==> config.mk <==
export PLATFORM = sky130hd
export DESIGN_NAME = pool2x2_stream_ctrl
export DESIGN_NICKNAME = d
export VERILOG_FILES = /design/src/rtl/pool2x2_stream_ctrl.sv
export SDC_FILE = /design/constraint.sdc
export NUM_CORES = 1
export LEC_CHECK = 0
export ABC_AREA = 1
export CORE_MARGIN = 8
export CORE_UTILIZATION = 50
export CTS_CLUSTER_DIAMETER = 100
export DETAILED_ROUTE_END_ITERATION = 8
export PLACE_DENSITY_LB_ADDON = 0.1
export SKIP_CTS_REPAIR_TIMING = 1
export SLEW_MARGIN = 5
export SYNTH_ARGS = -nofsm -noshare
export SYNTH_HDL_FRONTEND = slang
export SYNTH_SLANG_ARGS = --single-unit
==> constraint.sdc <==
create_clock -name clk -period 10.8 [get_ports clk]
set_clock_uncertainty 0.05 [all_clocks]
set_input_delay 2.16 -clock clk [delete_from_list [all_inputs] [get_ports clk]]
set_output_delay 2.16 -clock clk [all_outputs]
set_load 0.05 [all_outputs]
==> src/rtl/pool2x2_stream_ctrl.sv <==
// pool2x2_stream_ctrl
// Streaming 2x2 stride-1 average pooling sequencer for a raster-scanned
// feature map whose size is set at runtime. One previous row of pixels is held
// in a line buffer. Every overlapping 2x2 window is reduced to its truncated
// average and sent out on a valid/ready stream.
//
// Ports:
//   clk, rst_n          clock (rising edge), asynchronous active-low reset
//   start               frame start pulse, only looked at while idle
//   cfg_cols, cfg_rows  frame width / height, latched on a legal start
//   in_valid/in_ready   input pixel handshake, in_data is the pixel
//   out_valid/out_ready result handshake, out_data is the average
//   out_last            result belongs to the final window of the frame
//   busy                a frame is in progress (RUN or DRAIN)
//   frame_done          pulses on the cycle the last result is accepted
//   cfg_err             sticky flag for a rejected configuration
module pool2x2_stream_ctrl #(
    parameter int DATA_W   = 8,
    parameter int MAX_COLS = 64,
    parameter int DIM_W    = 7
) (
    input  logic              clk,
    input  logic              rst_n,
    input  logic              start,
    input  logic [DIM_W-1:0]  cfg_cols,
    input  logic [DIM_W-1:0]  cfg_rows,
    input  logic              in_valid,
    output logic              in_ready,
    input  logic [DATA_W-1:0] in_data,
    output logic              out_valid,
    input  logic              out_ready,
    output logic [DATA_W-1:0] out_data,
    output logic              out_last,
    output logic              busy,
    output logic              frame_done,
    output logic              cfg_err
);

    localparam int AW = (MAX_COLS > 1) ? $clog2(MAX_COLS) : 1;

    typedef enum logic [1:0] {IDLE, RUN, DRAIN} state_t;

    state_t            state, state_next;
    logic [DIM_W-1:0]  cols_q, rows_q;
    logic [DIM_W-1:0]  col, row;
    logic [DATA_W-1:0] left, up_left, up;
    logic [DATA_W-1:0] line_buf [MAX_COLS];
    logic [DATA_W+1:0] sum;
    logic              cfg_legal, start_ok;
    logic              in_xfer, out_xfer;
    logic              last_pixel, make_result;

    assign cfg_legal = (cfg_cols >= DIM_W'(2)) &&
                       (cfg_cols <= DIM_W'(MAX_COLS)) &&
                       (cfg_rows >= DIM_W'(2));
    assign start_ok  = (state == IDLE) && start && cfg_legal;

    // A new pixel is taken only when the output register is free or is
    // being emptied on this same edge, so a result is never overwritten.
    assign in_ready  = (state == RUN) && (!out_valid || out_ready);
    assign in_xfer   = in_valid && in_ready;
    assign out_xfer  = out_valid && out_ready;

    assign last_pixel  = (row == rows_q - DIM_W'(1)) && (col == cols_q - DIM_W'(1));
    assign make_result = in_xfer && (row != '0) && (col != '0);

    // The "up" pixel is read from the line buffer before this cycle's write
    // replaces it with the current pixel.
    assign up  = line_buf[col[AW-1:0]];
    assign sum = {2'b00, up_left} + {2'b00, up} + {2'b00, left} + {2'b00, in_data};

    assign busy       = (state != IDLE);
    assign frame_done = (state == DRAIN) && out_xfer;

    always_ff @(posedge clk or negedge rst_n) begin
        if (!rst_n) begin
            state <= IDLE;
        end else begin
            state <= state_next;
        end
    end

    always_comb begin
        state_next = state;
        case (state)
            IDLE:    if (start_ok) state_next = RUN;
            RUN:     if (in_xfer && last_pixel) state_next = DRAIN;
            DRAIN:   if (out_xfer) state_next = IDLE;
            default: state_next = IDLE;
        endcase
    end

    // Frame geometry and raster position; cfg inputs are ignored mid-frame.
    always_ff @(posedge clk or negedge rst_n) begin
        if (!rst_n) begin
            cols_q <= '0;
            rows_q <= '0;
            col    <= '0;
            row    <= '0;
        end else if (start_ok) begin
            cols_q <= cfg_cols;
            rows_q <= cfg_rows;
            col    <= '0;
            row    <= '0;
        end else if (in_xfer) begin
            if (col == cols_q - DIM_W'(1)) begin
                col <= '0;
                row <= row + DIM_W'(1);
            end else begin
                col <= col + DIM_W'(1);
            end
        end
    end

    always_ff @(posedge clk or negedge rst_n) begin
        if (!rst_n) begin
            cfg_err <= 1'b0;
        end else if ((state == IDLE) && start) begin
            cfg_err <= !cfg_legal;
        end
    end

    // left is the previous pixel of this row and up_left is the up value
    // read on that same transfer, i.e. line_buf[col-1] before it was
    // overwritten. Both are garbage at col 0, where no result is formed.
    always_ff @(posedge clk or negedge rst_n) begin
        if (!rst_n) begin
            left    <= '0;
            up_left <= '0;
        end else if (in_xfer) begin
            left    <= in_data;
            up_left <= up;
        end
    end

    always_ff @(posedge clk) begin
        if (in_xfer) begin
            line_buf[col[AW-1:0]] <= in_data;
        end
    end

    always_ff @(posedge clk or negedge rst_n) begin
        if (!rst_n) begin
            out_valid <= 1'b0;
            out_data  <= '0;
            out_last  <= 1'b0;
        end else if (make_result) begin
            out_valid <= 1'b1;
            out_data  <= DATA_W'(sum >> 2);
            out_last  <= last_pixel;
        end else if (out_xfer) begin
            out_valid <= 1'b0;
        end
    end

endmodule
run_1/clocks.png
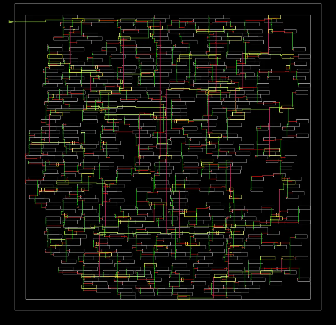
Clk power: 0.00201 W
Num CTS Buffers: 59
sequential cell count: 569
clock sink count: 569
Skew-Pair Late Insertion Delay: 0.62 ns

run_1/wires.png
(1.5 px per µm)
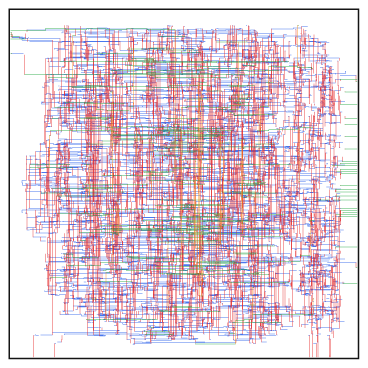
- blue: metal 1 (wire length 25.8 mm)
- orange: metal 4 (wire length 1690 µm)
- green: metal 3 (wire length 5300 µm)
- red: metal 2 (wire length 28.0 mm)

==> changes_impl.md, run 1 <==
## Implementation

* M2 GR Usage at 35.9%
* CP Class: reg -> reg
* Sequential cell area share at 64.2%
* Routability cong. at 0.848
* Crit path max-delay family: buffers and inverters
* Via count at 14400
* Final setup violation count at 0
* Commonest flop: edfxtp_1
* Hold WS at 0.423 ns
* Yosys cell types at 44
* Post-route DRC at 0
* Top sig layer: met4
* Crit path launch type: flop
* Pwr per Cell Area at 266 nW/µm²
* Root buf cell: clkbuf_16
* Number of routed nets with antenna violations at 0
* Final WS setup at 4.89 ns
* Min-delay src: out_data[0]
* Logic cell area at 5470 µm²
* Routed WL per cell at 23.5 µm
* Tot GR Track Use at 22.8%
* Synth warn at 0
* Flip-flops with a built-in enable at 512
* FF-to-FF path depth at 28
* # Max-Cap Violations at 0
* Seq cells post-synth at 569
* Vias per inst at 5.57
* Placed cells at 2478
* Metal2 WL at 28000 µm
* Floorplan Nets at 1926
* # fillers at 3817
* Chip area at 53700 µm²
* Worst slew margin at 22.8%
* Hold Path Class: reg -> reg
* DR pass1 iterations at 5
* Slowest-stage cell, CP: inv_2
* Final instance count without filler cells at 2587
* Final worst-path cycle share at 54.7%
* MI comb cells at 1052
* Clock tree buffer depth at 3
* Post-Layout Inst Area at 26200 µm²
* Crit. End Element: flop
* Max-slew violations at 0
* Fraction of layout cells with a size suffix above 1 at 7.93%
* Clkbuf count at 65
* Met3 GRT Util at 5.45%
* CTS tree: done
* Logic share of the area at 20.9%
* Async S/R FF share, synth at 10.0%
* Total wire length at 60800 µm
* Dpl ws at 4.66 ns
* Synth top cell by count: edfxtp_1
* Area leader share at 66.1%
* Top cells by count: 512 x edfxtp_1, 504 x nand2_1, 172 x inv_1, 140 x nor2_1, 67 x nand3_1
* Reg-to-reg startpoint: col[0]
* Synth Instances at 1870
* Tap Count at 607
* Outcome: completed
* Die height at 232 µm
* CP Buf/Inv Count at 6
* CP endpoint: out_data[7]
* Overflow after GRT at 0
* Antenna violations before repair at 0
* Met3 wire len at 5300 µm
* Fin. Hold Viols at 0
* Row cnt at 79
* Largest net degree at the start of global routing at 66
* Antenna cells at 0
* Top cells by area: edfxtp_1 66%, nand2_1 8.1%, dfrtp_1 6.1%
* Clock-cell share at 7.26%
* Launch point of the worst path: col[0]
* Top Layout Cells: 512 x edfxtp_1, 504 x nand2_1, 172 x inv_1
* # Cells Yosys at 1870
* Met1 Use GR at 31.4%
* Signal buf overhead at 2.13%
* Leading area contributor after synthesis: edfxtp_1
* Arr. time, crit path at 6.36 ns
* Core area at 46300 µm²
* Most used cell, CP: nand2_1
* Least-Margin Pin Slew at 1.16 ns
* I/O Buffers at 40
* Seq share, synth at 72.2%
* Initial detailed-routing violation count at 1515
run_1/power_grid.png
(1.5 px per µm) Pins as bars on the die edge. Tap cells in gray.
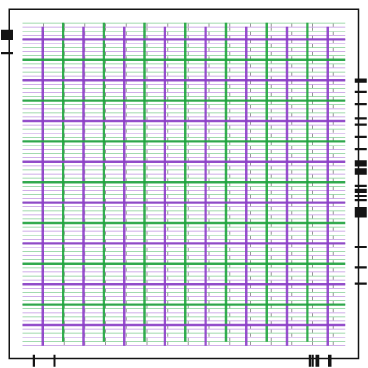
- green: VDD
- purple: VSS
- met5 straps: 15
- tap cells: 607

run_1/layer_met2.png
(1 px per µm)
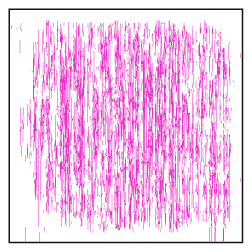
- wire length on this layer: 28.0 mm
- longest straight run: 135 µm
- nets with wire on the layer: 1523
- main direction: vertical
- share of all routed wire: 46%

==> run 1: registers in the layout, summed over array words and instances, names as in the netlist <==
name,flops
cfg_err,1
out_data,8
rows_q,7
out_valid,1
out_last,1
cols_q,7
col,7
up_left,8
row,7
line_buf,512
left,8
state,2
==> run 1: cells by family after synthesis <==
family | after synthesis | synth area share (%)
buffers and inverters | 249 | 4.45
xor gates and xnor gates | 29 | 1.09
and+or+nand+nor | 786 | 14.0
adders and majority gates | 29 | 2.07
DFF | 569 | 72.2
AOI/OAI and AO/OA | 208 | 6.22
==> run 1: report_power, final <==
group	switching, W	total (W)	internal [W]
Clock	0.000848	0.00201	0.00116
Combinational	0.00157	0.00233	0.000760
Sequential	0.0000855	0.00263	0.00254
==> run 1 -> run 2 <==
==> constraint.sdc (replaced) <==
create_clock -name clk -period 5.72 [get_ports clk]
set_clock_uncertainty 0.05 [all_clocks]
set_input_delay 1.144 -clock clk [delete_from_list [all_inputs] [get_ports clk]]
set_output_delay 1.144 -clock clk [all_outputs]
set_load 0.05 [all_outputs]
run_2/layer_met3.png
(1 px per µm) Cells faint in the background.
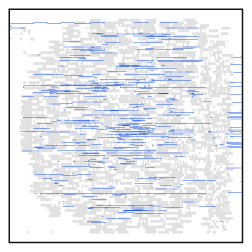
- share of all routed wire: 8.4%
- wire length on this layer: 5380 µm

run_2/layer_met2.png
(1 px per µm)
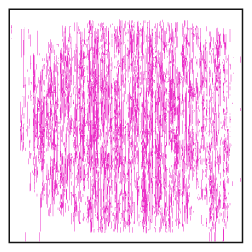
- share of all routed wire: 46%
- wire length on this layer: 29.7 mm

==> run 2 against run 1 <==
Compared with the run above: worst setup slack got worse by 4.2 ns; critical path depth fell by 4; global-route usage rose by 1.4 points.
==> changes_impl.md, run 2 <==
## Implementation

* Internal at 0.00839 W (was 0.00446 W)
* Met3 wire len at 5380 µm (was 5300 µm)
* Antenna cells at 0 (unchanged)
* Comb. pwr at 0.00458 W (was 0.00233 W)
* Seq cells post-synth at 569 (unchanged)
* Async S/R FF share, synth at 10.0% (unchanged)
* Fraction of layout cells with a size suffix above 1 at 8.79% (was 7.93%)
* CP Buf/Inv Count at 5 (was 6)
* Flip-flops with a built-in enable at 512 (unchanged)
* Dpl ws at 0.793 ns (was 4.66 ns)
* Sw frac at 36.3% (was 36.0%)
* Routability cong. at 0.856 (was 0.848)
* Yosys cell types at 44 (unchanged)
* # fillers at 3867 (was 3817)
* Final WS setup at 0.695 ns (was 4.89 ns)
* Sequential power at 0.00497 W (was 0.00263 W)
* FF-to-FF path depth at 24 (was 28)
* Hold Path Class: in -> async (was reg -> reg)
* Largest net degree at the start of global routing at 65 (was 66)
* Post-route DRC at 0 (unchanged)
* Max reg flops at 512 (unchanged)
* Most used cell, CP: nand2_1 (unchanged)
* Pwr per Cell Area at 500 nW/µm² (was 266 nW/µm²)
* # Max-Cap Violations at 0 (unchanged)
* Floorplan Nets at 1926 (unchanged)
* Core area at 46300 µm² (unchanged)
* Die height at 232 µm (unchanged)
* Post-Layout Inst Area at 26300 µm² (was 26200 µm²)
* Routed WL per cell at 24.6 µm (was 23.5 µm)
* Row cnt at 79 (unchanged)
* Synth top cell by count: edfxtp_1 (unchanged)
* Root buf cell: clkbuf_16 (unchanged)
* Synth warn at 0 (unchanged)
* Metal2 WL at 29700 µm (was 28000 µm)
* Top cells by area: edfxtp_1 66%, nand2_1 8.1%, dfrtp_1 6.1% (unchanged)
* Slowest-stage cell, CP: dfrtp_1 (was inv_2)
* Vias per inst at 5.74 (was 5.57)
* CTS tree: done (unchanged)
* Reg-to-reg startpoint: col[1] (was col[0])
* Placed inst area at 24500 µm² (was 24300 µm²)
* Via count at 15000 (was 14400)
* First-pass GRT wire length at 96300 µm (was 91100 µm)
* Overflow after GRT at 0 (unchanged)
* Die Wd at 232 µm (unchanged)
* Antenna violations before repair at 2 (was 0)
* Num CTS Buffers at 58 (was 59)
* Placed cells at 2505 (was 2478)
* Met3 GRT Util at 3.99% (was 5.45%)
* I/O Buffers at 40 (unchanged)
* Clk pwr share at 27.4% (was 28.9%)
* Fin. Hold Viols at 0 (unchanged)
* Combinational cell fraction of total power at 34.8% (was 33.5%)
* Final instance count without filler cells at 2610 (was 2587)
* Final worst-path cycle share at 87.8% (was 54.7%)
* Outcome: completed (unchanged)
* Total wire length at 64200 µm (was 60800 µm)
* CP endpoint: out_data[7] (unchanged)
* Number of routed nets with antenna violations at 0 (unchanged)
* Crit path launch type: flop (unchanged)
* CP Class: reg -> reg (unchanged)
* Top sig layer: met4 (unchanged)
* Met1 Use GR at 33.7% (was 31.4%)
* DR pass1 iterations at 6 (was 5)
* Worst slew margin at 23.9% (was 22.8%)
* Tot GR Track Use at 24.2% (was 22.8%)
* M2 GR Usage at 38.1% (was 35.9%)
* Leading area contributor after synthesis: edfxtp_1 (unchanged)
* Least-Margin Pin Slew at 1.14 ns (was 1.16 ns)
* Top Layout Cells: 512 x edfxtp_1, 504 x nand2_1, 172 x inv_1 (unchanged)
* Switching Power at 0.00477 W (was 0.00251 W)
* Arr. time, crit path at 5.48 ns (was 6.36 ns)
* Max-slew violations at 0 (unchanged)
* Top cells by count: 512 x edfxtp_1, 504 x nand2_1, 172 x inv_1, 140 x nor2_1, 67 x nand3_1 (unchanged)
* Crit. End Element: flop (unchanged)
* Crit path max-delay family: simple AND/OR/NAND/NOR gates (was buffers and inverters)
* Launch point of the worst path: col[1] (was col[0])
* Area leader share at 66.1% (unchanged)
* Initial detailed-routing violation count at 1595 (was 1515)
* Seq pwr share at 37.8% (was 37.7%)
* # Cells Yosys at 1870 (unchanged)
* Skew-Pair Late Insertion Delay at 0.61 ns (was 0.62 ns)
* Seq share, synth at 72.2% (unchanged)
* Final setup violation count at 0 (unchanged)
* Clock sink count at 569 (unchanged)
* Max power group: registers (unchanged)
* Synth Instances at 1870 (unchanged)
* Chip area at 53700 µm² (unchanged)
[run 2: cell counts after synthesis]
Identical to the previous run, type by type.
[run 2: layout make-up]
cell class                      instances  area (µm²)  area share [%]
Clock buffer                           72        1530            5.80
Clock inverter                         33         263           0.998
Inverter                              183         687            2.61
Multi-Input combinational cell       1052        5470            20.8
Sequential cell                       569       16800            63.8
Tap cell                              607         759            2.89
Timing Repair Buffer                   94         811            3.08
[run 2: kinds of logic (layout without fill, tap and decap cells)]
| group | Yosys count | in the layout | share of synthesized area (%) |
|---|---|---|---|
| AOI/OAI and AO/OA | 208 | 208 | 6.22 |
| and+or+nand+nor | 786 | 786 | 14.0 |
| buffers and inverters | 249 | 382 | 4.45 |
| xor gates and xnor gates | 29 | 29 | 1.09 |
| adders and majority gates | 29 | 29 | 2.07 |
| DFF | 569 | 569 | 72.2 |
Power figures rest on the tool's default switching activity, not on a simulated workload.
